==> config.mk <==
export PLATFORM = sky130hd
export DESIGN_NAME = instr_encoder
export DESIGN_NICKNAME = d
export VERILOG_FILES = /design/src/rtl/legv8_pkg.sv /design/src/rtl/leg_field_pack.sv /design/src/rtl/instr_encoder.sv
export SDC_FILE = /design/constraint.sdc
export NUM_CORES = 1
export LEC_CHECK = 0
export CAP_MARGIN = 25
export CORE_ASPECT_RATIO = 0.9
export CORE_MARGIN = 3
export CORE_UTILIZATION = 45
export DETAILED_ROUTE_END_ITERATION = 12
export PLACE_DENSITY = 0.88
export SLEW_MARGIN = 5
export SYNTH_ARGS = -nofsm -noshare
export SYNTH_HDL_FRONTEND = slang
export SYNTH_SLANG_ARGS = --single-unit
==> constraint.sdc <==
create_clock -name clk -period 3.3 [get_ports clk]
set_input_delay 0.825 -clock clk [delete_from_list [all_inputs] [get_ports clk]]
set_output_delay 0.825 -clock clk [all_outputs]
set_load 0.005 [all_outputs]
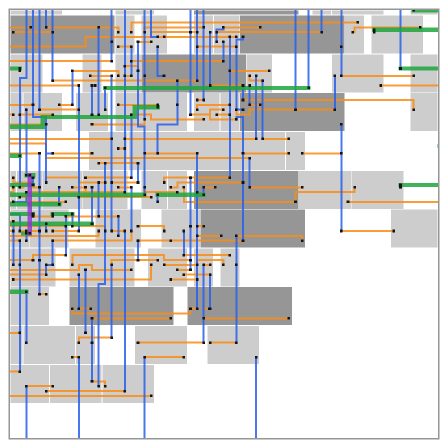
Figure 1: layout detail.
Region (46, 3) to (76, 33) um. Cells in grey, sequential cells in the stronger grey; small squares are vias.
| colour | layer |
|---|---|
| purple | M4 |
| green | M3 |
| orange | M1 |
| blue | M2 |
cells with their middle in the window: 54
sequential cells in the window: 8
most frequent: clkdlybuf4s50_1 (14), nor2_1 (8), dfxtp_1 (8)

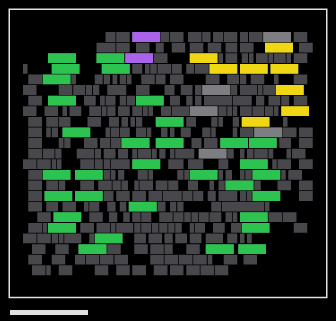
Figure 2: sequential cells grouped by signal name.
The bar under the picture is 20 um long. Other sequential cells in the stronger grey, the rest of the logic in the fainter grey.
| colour | name in the netlist | flops |
|---|---|---|
| yellow | out_addr | 8 |
| green | out_instr | 32 |
| purple | state_q | 2 |
not coloured: 5
register share of the cell area: 27.5%
seq pwr: 600 uW

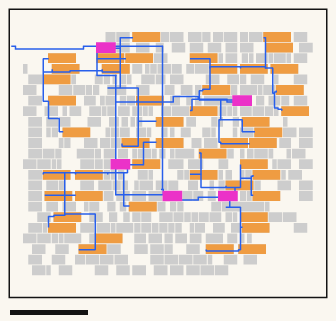
Figure 3: clock wires, drivers and flops.
The bar under the picture is 20 um long.
[orange] flip-flops | count: 47
[magenta] clock-net drivers | count: 5
[blue] clock wires | length: 566 um
routed clock nets: 6
Clk power: 441 uW
Clock Power Share: 34.4%
worst-skew pair later-pin latency: 0.31 ns
Final Skew: 0.00882 ns

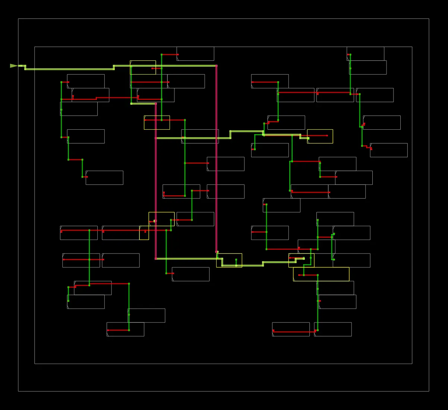
Figure 4: the clock network.
CTS buffer count: 5
final-layout clock buffer total: 6

==> results.ini <==
[global_route]
grtUsageMet1_pct=31.3
grtUsageMet2_pct=39.6

[pwr]
pg_comb_uw=240
power-top-group=registers
swShare_pct=24.5
powerDensity_nw_per_um2=375
seq_power_share_pct=46.8

[layout]
logic_gates=194
final_common_cell=clkdlybuf4s50_1
largest_cell_class=multi-input combinational cells

[outcome]
outcome=completed

[floorplan]
taps=62
die_x_um=81.1

[clocking]
cts_resized=0
tritoncts=done

[drt]
ant_nets=0
drt-vias-per-instance=5.65
detail_route.wl_per_cell_um=16.5
wl_met2_mm=3.28
drt-met1-wl_mm=2.89

[place]
gp_congestion=0.919
place_inst=415

[sta]
clock.fmax_ghz=0.335
rsz0062_at_grt=no

[synth]
post-synth-top-area-cell=dfxtp_1
mux_share_pct=0.439

[setup_path]
critPathCaptureType=primary output
r2r_cells=4

Power figures rest on the tool's default switching activity, not on a simulated workload.
